**config.mk**
```make
export PLATFORM = sky130hd
export DESIGN_NAME = bcd_7seg_scan_driver
export DESIGN_NICKNAME = d
export VERILOG_FILES = /design/src/rtl/bcd_7seg_scan_driver.sv
export SDC_FILE = /design/constraint.sdc
export NUM_CORES = 1
export LEC_CHECK = 0
export CAP_MARGIN = 0
export CORE_ASPECT_RATIO = 0.9
export CORE_MARGIN = 1.5
export CORE_UTILIZATION = 55
export DETAILED_ROUTE_END_ITERATION = 16
export GPL_TIMING_DRIVEN = 1
export MAX_ROUTING_LAYER = met4
export PLACE_DENSITY = 0.75
export SYNTH_ARGS = -nofsm -noshare
export SYNTH_HDL_FRONTEND = slang
export SYNTH_SLANG_ARGS = --single-unit
```
**constraint.sdc**
```tcl
create_clock -name clk -period 5.15 [get_ports clk]
set_input_delay 1.03 -clock clk [delete_from_list [all_inputs] [get_ports clk]]
set_output_delay 1.03 -clock clk [all_outputs]
set_load 0.05 [all_outputs]
```
**src/rtl/bcd_7seg_scan_driver.sv**
```systemverilog
// bcd_7seg_scan_driver
// Time-multiplexed common-anode 7-segment driver for a packed BCD word.
// A captured word is copied into the displayed register only when digit 0's
// drive slot begins, so a frame always shows one consistent value. Each digit
// slot is preceded by a dark gap so adjacent anodes never overlap (ghosting).
module bcd_7seg_scan_driver #(
  parameter int DIGITS         = 2,
  parameter int REFRESH_CYCLES = 50000,
  parameter int BLANK_CYCLES   = 500,
  parameter int LZB            = 1
) (
  input  logic                  clk,
  input  logic                  rst_n,
  input  logic [4*DIGITS-1:0]   i_bcd,
  input  logic                  i_dv,
  input  logic                  i_en,
  output logic [6:0]            o_seg,
  output logic [DIGITS-1:0]     o_an,
  output logic                  o_loaded,
  output logic                  o_frame
);

  localparam int CNT_MAX = (REFRESH_CYCLES > BLANK_CYCLES) ? REFRESH_CYCLES : BLANK_CYCLES;
  localparam int CNT_W   = $clog2(CNT_MAX + 1);
  localparam int IDX_W   = (DIGITS > 1) ? $clog2(DIGITS) : 1;

  localparam logic [CNT_W-1:0] REF_LAST = CNT_W'(REFRESH_CYCLES - 1);
  localparam logic [CNT_W-1:0] BLK_LAST = CNT_W'(BLANK_CYCLES - 1);
  localparam logic [IDX_W-1:0] IDX_LAST = IDX_W'(DIGITS - 1);
  localparam logic [6:0]       SEG_OFF  = 7'h7F;
  localparam logic [6:0]       SEG_DASH = 7'h3F;

  typedef enum logic [1:0] {
    S_OFF   = 2'd0,
    S_BLANK = 2'd1,
    S_DRIVE = 2'd2
  } state_t;

  state_t                r_state;
  logic [IDX_W-1:0]      r_idx;
  logic [CNT_W-1:0]      r_cnt;
  logic [4*DIGITS-1:0]   r_shadow;
  logic [4*DIGITS-1:0]   r_active;
  logic                  r_valid;
  logic                  r_loaded;
  logic [6:0]            r_seg;
  logic [DIGITS-1:0]     r_an;
  logic                  r_frame;

  logic [4*DIGITS-1:0]   w_drv_word;
  logic                  w_drv_blank;
  logic [6:0]            w_drv_seg;
  logic [DIGITS-1:0]     w_drv_an;

  // Active-low segment pattern {g,f,e,d,c,b,a}; non-decimal nibbles show a dash.
  function automatic logic [6:0] f_decode(input logic [3:0] nib);
    logic [6:0] seg;
    case (nib)
      4'd0:    seg = 7'h40;
      4'd1:    seg = 7'h79;
      4'd2:    seg = 7'h24;
      4'd3:    seg = 7'h30;
      4'd4:    seg = 7'h19;
      4'd5:    seg = 7'h12;
      4'd6:    seg = 7'h02;
      4'd7:    seg = 7'h78;
      4'd8:    seg = 7'h00;
      4'd9:    seg = 7'h10;
      default: seg = SEG_DASH;
    endcase
    return seg;
  endfunction

  // A digit above position 0 is a leading zero when it and every higher nibble are zero.
  function automatic logic f_blanked(input logic [4*DIGITS-1:0] word,
                                     input logic [IDX_W-1:0]    idx);
    logic upper_zero;
    upper_zero = 1'b1;
    for (int k = DIGITS - 1; k >= 1; k--) begin
      if (k >= int'(idx)) begin
        upper_zero = upper_zero & (word[4*k +: 4] == 4'd0);
      end
    end
    return (LZB != 0) && (idx != '0) && upper_zero;
  endfunction

  // Pattern for the slot about to be entered; digit 0 uses the shadow since active loads on that edge.
  always_comb begin
    w_drv_word  = (r_idx == '0) ? r_shadow : r_active;
    w_drv_blank = f_blanked(w_drv_word, r_idx);
    w_drv_seg   = w_drv_blank ? SEG_OFF : f_decode(w_drv_word[4*r_idx +: 4]);
    w_drv_an    = w_drv_blank ? '1 : ~(DIGITS'(1) << r_idx);
  end

  // Capture path: last strobe wins, valid latches forever, loaded echoes the strobe.
  always_ff @(posedge clk or negedge rst_n) begin
    if (!rst_n) begin
      r_shadow <= '0;
      r_valid  <= 1'b0;
      r_loaded <= 1'b0;
    end else begin
      r_loaded <= i_dv;
      if (i_dv) begin
        r_shadow <= i_bcd;
        r_valid  <= 1'b1;
      end
    end
  end

  // Scan FSM with registered anode/segment/frame outputs.
  always_ff @(posedge clk or negedge rst_n) begin
    if (!rst_n) begin
      r_state  <= S_OFF;
      r_idx    <= '0;
      r_cnt    <= '0;
      r_active <= '0;
      r_seg    <= SEG_OFF;
      r_an     <= '1;
      r_frame  <= 1'b0;
    end else begin
      r_frame <= 1'b0;
      if (!i_en) begin
        r_state <= S_OFF;
        r_idx   <= '0;
        r_cnt   <= '0;
        r_seg   <= SEG_OFF;
        r_an    <= '1;
      end else begin
        case (r_state)
          S_OFF: begin
            if (r_valid) begin
              r_state <= S_BLANK;
              r_idx   <= '0;
              r_cnt   <= '0;
            end
          end
          S_BLANK: begin
            if (r_cnt == BLK_LAST) begin
              r_state <= S_DRIVE;
              r_cnt   <= '0;
              r_seg   <= w_drv_seg;
              r_an    <= w_drv_an;
              if (r_idx == '0) begin
                r_active <= r_shadow;
                r_frame  <= 1'b1;
              end
            end else begin
              r_cnt <= r_cnt + 1'b1;
            end
          end
          S_DRIVE: begin
            if (r_cnt == REF_LAST) begin
              r_state <= S_BLANK;
              r_cnt   <= '0;
              r_idx   <= (r_idx == IDX_LAST) ? '0 : r_idx + 1'b1;
              r_seg   <= SEG_OFF;
              r_an    <= '1;
            end else begin
              r_cnt <= r_cnt + 1'b1;
            end
          end
          default: begin
            r_state <= S_OFF;
            r_seg   <= SEG_OFF;
            r_an    <= '1;
          end
        endcase
      end
    end
  end

  assign o_seg    = r_seg;
  assign o_an     = r_an;
  assign o_loaded = r_loaded;
  assign o_frame  = r_frame;

endmodule

```
Fig. 1: run 1, drive-strength map
The bar under the picture is 20 µm long.
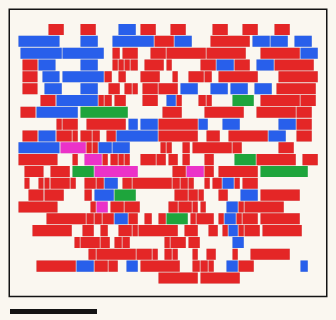
- _2 cells: blue (cells 50; share 20%; most used mux2_2)
- _3 and _4 cells: magenta (cells 5; share 2.0%)
- _0 and _1 cells: red (cells 184; share 75%; most used dfrtp_1)
- _6 and larger: green (cells 7; share 2.8%; most used clkbuf_8)

Fig. 2: run 1, signal wires by layer
The bar under the picture is 20 µm long.
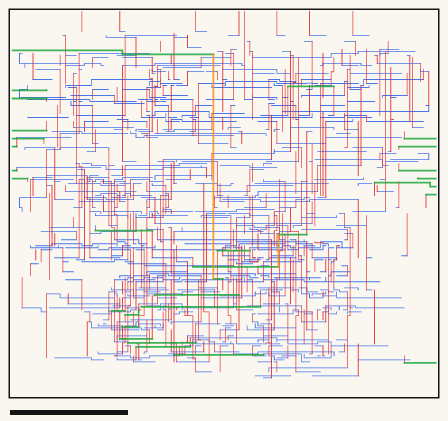
- metal 1: blue (wire length 2400 µm)
- metal 4: orange (wire length 43.5 µm)
- metal 3: green (wire length 228 µm)
- metal 2: red (wire length 1860 µm)
Routed wire per std cell: 15.4 µm
vias: 1734
final wirelength: 4.53 mm

Fig. 3: run 1, cell placement
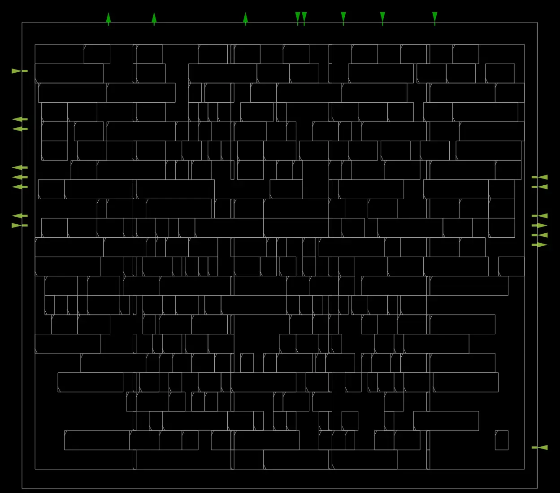
Core Area: 4130 µm²
sequential cell area share: 0.390
Well Taps: 48
Fill cells: 319

Fig. 4: run 1, ports around the boundary
The bar under the picture is 20 µm long. Pins as bars across the die edge, other pins in grey.
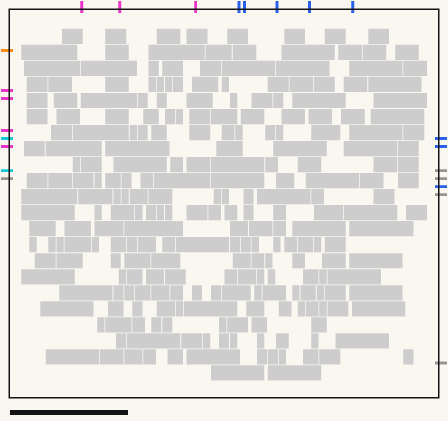
- o_an: cyan (pins 2; direction output; edge west)
- i_bcd: blue (pins 8; direction input; edge 5 north, 3 east)
- o_seg: magenta (pins 7; direction output; edge 4 west, 3 north)
- clk: orange (pins 1; direction input; edge west)

==> Slide: Implementation Results, run 1 <==
Key Metrics from the Run

Power
  • Leak Pwr: 1.17 nW
  • Clk power: 0.308 mW
  • Sw Ratio: 0.330
  • Part of the power in registers: 0.384
  • Comb power: roughly 0.33 mW
  • Power per cell area: approximately 370 nW/µm²
  • Top Consumer: sequential cells
  • Total Power: 1.04 mW
  • Worst vdd ir: 0.310 mV
  • Internal Power: between 0.6 and 0.7 mW
  • P_sw: 0.344 mW
  • Combinational Power Share: 0.320
  • Clk pwr share: 0.296
  • Sequential power: about 0.4 mW

Floorplan
  • Die Span Y: around 66 µm
  • FP Rows: 22
  • Io pins: 23
  • Die ar.: 4770 µm²
  • Die width: about 73 µm
  • Init Core Util: 0.582

Worst hold path
  • Hold Crit Depth: 1
  • Hold Startpoint: r_shadow[7]$_DFFE_PN0P_
  • Worst Hold End: r_active[7]$_DFFE_PN0P_
  • Hold/Removal Path Class: flop to flop

CTS
  • Clk_lat worst skew: 290 ps
  • CTS Sinks: 43
  • CTS max path bufs: 2
  • CTS tree: yes
  • H-tree Lvls: 2
  • Postcts setup bufs: 0
  • Root buf cell: clkbuf_8
  • Clock transition at path regs: 80 ps
  • Post-cts resize count: 0

Synthesis
  • Mapped Cells: between 200 and 250
  • Compound Share, Synth: 0.132
  • MUX share of area: 0.151
  • EDFF count, synth: 0
  • Yosys chip area: 2400 µm²
  • Post-synth area hogs: dfrtp_1 35%, mux2_2 12%, dfstp_2 9.8%
  • Ys flop type: dfrtp_1
  • Syn_area_per_cell: between 10 and 15 µm²
  • Distinct lib cells used: 43
  • Xor/xnor share: 0.0109
  • Synth Area in Adders: 0.0521
  • Post-synth top area cell: dfrtp_1
  • Area leader share: 0.354
  • Net Count, Synth: ~250
  • Ys async rst share: 1.00
  • Most numerous cell in the Yosys netlist: dfrtp_1
  • Top logic family: simple AND/OR/NAND/NOR gates
  • Synth Seq Share: 0.453
  • # Cells Yosys: 223
  • Ys Warns: 0
  • Mapped cell area: 2400 µm²

Finish
  • Combinational share of cell area: 0.451
  • Logic area: 1260 µm²
  • Clk_buf instances: 5
  • Final design utilization: 0.675
  • Fin nets: 267
  • Most common cell after layout, fill and taps aside: dfrtp_1
  • Reg with most FFs: r_cnt
  • Design area: 2790 µm²
  • Flop Count: around 43
  • Antenna cells: 0
  • Non-CTS buffers: 22
  • Most numerous logic cells after layout: 34 x dfrtp_1, 25 x mux2_2, 21 x clkdlybuf4s50_1, 19 x nand2_1, 17 x nor2_1
  • Buffer share of cell area: 0.0772
  • Max reg flops: 16
  • Leading cell kind: logic gates
  • Register Area: 1090 µm²
  • ClkCell Share: 0.0489
  • Fin cells: 294
  • Layout cells sized above 1: 0.252
  • Area growth syn-to-layout: 16.0%

Timing
  • Fmax: 363 MHz
  • Post-layout period usage: 0.536
  • Setup ws final: 2390 ps
  • Fin Setup TNS: 0 ps
  • Tightest Pin Transition: about 930 ps
  • Fin. max-slew vios: 0
  • Max Clock Skew: around 5.8 ps
  • Final critical-path required period: 2760 ps
  • WHS: 507 ps
  • Setup violators final: 0
  • Final tally of hold violations: 0

Critical path
  • Largest delay share family, worst path: AND-OR/OR-AND gates
  • Crit path DAT: 2990 ps
  • Reg2Reg Launch Point: r_state[0]$_DFFE_PN0P_
  • Crit-path max FO: 17
  • CP required: 5380 ps
  • Crit. path cell count: 4
  • Slowest CP cell: a211oi_2
  • Cells along the critical path: clkdlybuf4s50_1 -> o21a_1 -> a211oi_2 -> mux2_2
  • Start point of the critical path: i_en
  • CP max stage delay: 680 ps
  • CP endpoint: r_cnt[0]$_DFFE_PN0P_
  • Buf+Inv Stages, Crit Path: 1
  • Reg2reg end: r_cnt[13]$_DFFE_PN0P_
  • Crit end category: flop
  • R2R Setup Slk: 2710 ps
  • FF-to-FF path depth: 6
  • Critical path class: input pin to flop
  • Startpoint Class: input pin

Placement
  • GPL Wtd Cong: 0.835
  • Final HPWL DP: 3.16 mm
  • Placed cell area: 2650 µm²
  • Dpl cells: 286
  • Port Buffers: 22
  • Place WS: 2120 ps

Detailed routing
  • # DRC: 0
  • DRT Pass-1 Iters: 4
  • DR WL met3: 227 µm
  • Uppermost layer routed: met4
  • ANT nets after route: 0
  • DRT met1 WL: 2.40 mm
  • Met2 Wirelength: 1.86 mm
  • Initial DRC Count: 116
  • Vias per cell: 5.90

Global route
  • Largest net degree at the start of global routing: roughly 44
  • Initial antenna violation count: 0
  • GR met1 Demand/Resource: 0.302
  • Vias in the first global route: 1555
  • Met2 Use GR: 0.288
  • GRT Max-Usage Layer: met1
  • GRT Resource Usage Total: 0.211
  • Grt ovf: 0
  • Global-route wire length before repair: 7.36 mm

Run status
  • Outcome: complete, no violations

Job
  • Max-Cap Viols: 0
  • Tool warning count: 33
Fig. 5: run 1, metal 3
The bar under the picture is 20 µm long.
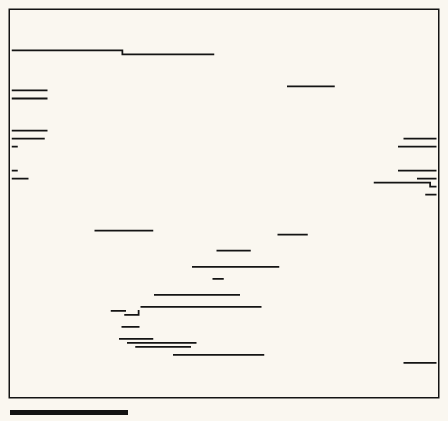

## Run 2: what changed since run 1
clock period = 2.8 ns   (was 5.15 ns; I/O delays follow)
Fig. 6: run 2, metal 3
The bar under the picture is 20 µm long.
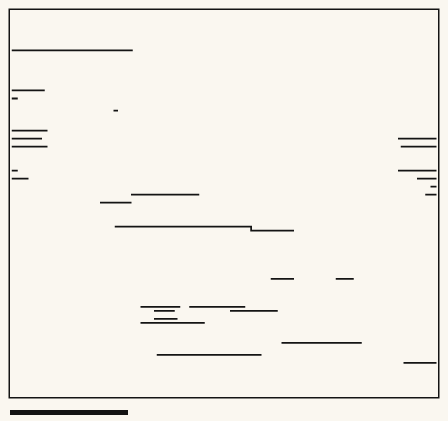
- wire length on this layer: 200 µm
- nets with wire on the layer: 27
- share of all routed wire: 4.3%
GRT met3 Usage: 0.0414
final wirelength: 4.66 mm

==> Slide: Implementation Results, run 2 <==
Key Metrics from the Run

Timing
  • Fin Setup TNS: 0 ps
  • Fmax: 414 MHz
  • Setup violators final: 0
  • Fin. max-slew vios: 0
  • WHS: 404 ps
  • Post-layout period usage: 0.863
  • Max Clock Skew: 4.49 ps
  • Final critical-path required period: 2420 ps
  • Setup ws final: 384 ps
  • Final tally of hold violations: 0
  • Tightest Pin Transition: 945 ps

Critical path
  • Start point of the critical path: r_cnt[13]$_DFFE_PN0P_
  • R2R Setup Slk: 380 ps
  • Critical path class: flop to flop
  • Slowest CP cell: or4_4
  • Buf+Inv Stages, Crit Path: 0
  • Startpoint Class: flop
  • Crit. path cell count: 5
  • Largest delay share family, worst path: AND-OR/OR-AND gates
  • CP max stage delay: 560 ps
  • Reg2Reg Launch Point: r_cnt[13]$_DFFE_PN0P_
  • Reg2reg end: o_an[0]$_DFFE_PN1P_
  • FF-to-FF path depth: 5
  • Cells along the critical path: or4_4 -> o41ai_4 -> nand2_4 -> o21ai_4 -> mux2_2
  • CP endpoint: o_an[0]$_DFFE_PN1P_
  • Crit-path max FO: 9
  • Crit path DAT: around 2700 ps
  • CP required: 3030 ps

Power
  • Clk power: 0.410 mW
  • Power per cell area: ~640 nW/µm²
  • Sw Ratio: 0.372
  • Comb power: 0.626 mW
  • Part of the power in registers: 0.416
  • Combinational Power Share: 0.353
  • Leak Pwr: 1.15 nW
  • Internal Power: 1.11 mW
  • Clk pwr share: 0.231
  • Total Power: 1.77 mW
  • Top Consumer: sequential cells
  • P_sw: 0.660 mW
  • Sequential power: 0.738 mW
  • Worst vdd ir: 0.534 mV

Detailed routing
  • Vias: 1722
  • ANT nets after route: 0
  • Initial DRC Count: 97
  • DR WL met3: 200 µm
  • Vias per cell: around 6
  • Uppermost layer routed: met4
  • DRT Pass-1 Iters: 4
  • DRT met1 WL: 2.55 mm
  • Met2 Wirelength: 1.86 mm

Synthesis
  • Post-synth top area cell: dfrtp_1
  • Most numerous cell in the Yosys netlist: dfrtp_1
  • Synth Area in Adders: 0.0521
  • Ys flop type: dfrtp_1
  • # Cells Yosys: 223
  • EDFF count, synth: 0
  • Compound Share, Synth: 0.132
  • Area leader share: 0.354
  • Mapped cell area: between 2000 and 2500 µm²
  • Net Count, Synth: 245
  • Post-synth area hogs: dfrtp_1 35%, mux2_2 12%, dfstp_2 9.8%
  • Ys Warns: 0
  • Distinct lib cells used: 43
  • Ys async rst share: 1.00
  • Syn_area_per_cell: between 10 and 15 µm²
  • MUX share of area: 0.151
  • Xor/xnor share: 0.0109

CTS
  • CTS tree: yes
  • CTS max path bufs: 2
  • Root buf cell: clkbuf_8
  • CTS Sinks: approximately 43
  • Postcts setup bufs: 0
  • Clock transition at path regs: 90 ps
  • H-tree Lvls: 2
  • Clk_lat worst skew: 300 ps

Floorplan
  • Io pins: 23
  • Die ar.: 4770 µm²
  • FP Rows: 22
  • Die Span Y: 65.7 µm
  • Die width: approximately 73 µm
  • Init Core Util: 0.582
  • Well Taps: 48
  • Core Area: 4130 µm²

Finish
  • Most numerous logic cells after layout: 34 x dfrtp_1, 25 x mux2_2, 21 x clkdlybuf4s50_1, 19 x nand2_1, 17 x nor2_1
  • Fin cells: 295
  • Layout cells sized above 1: 0.255
  • Antenna cells: 0
  • Logic area: approximately 1300 µm²
  • Area growth syn-to-layout: 14.6%
  • Non-CTS buffers: 23
  • Buffer share of cell area: 0.0809
  • Fill cells: about 310
  • Fin nets: 268
  • ClkCell Share: 0.0341
  • Sequential cell area share: 0.395
  • Leading cell kind: logic gates
  • Most common cell after layout, fill and taps aside: dfrtp_1
  • Final design utilization: 0.666
  • Register Area: 1090 µm²
  • Max reg flops: 16
  • Design area: 2750 µm²
  • Clk_buf instances: 5
  • Combinational share of cell area: 0.457
  • Reg with most FFs: r_cnt

Global route
  • GRT Resource Usage Total: 0.211
  • Initial antenna violation count: 0
  • Largest net degree at the start of global routing: 44
  • Vias in the first global route: 1551
  • Met2 Use GR: 0.276
  • Grt ovf: 0
  • GRT Max-Usage Layer: met1
  • Global-route wire length before repair: about 7.6 mm
  • GR met1 Demand/Resource: 0.330

Run status
  • Outcome: complete, no violations

Placement
  • Place WS: 304 ps
  • GPL Wtd Cong: approximately 0.84
  • Placed cell area: roughly 2700 µm²
  • Final HPWL DP: 3.29 mm
  • Dpl cells: between 200 and 300
  • Port Buffers: 22

Job
  • Max-Cap Viols: 0
  • Tool warning count: 33

Worst hold path
  • Hold/Removal Path Class: input pin to async pin
No activity file was given, so power comes from the tool's default toggle rates.
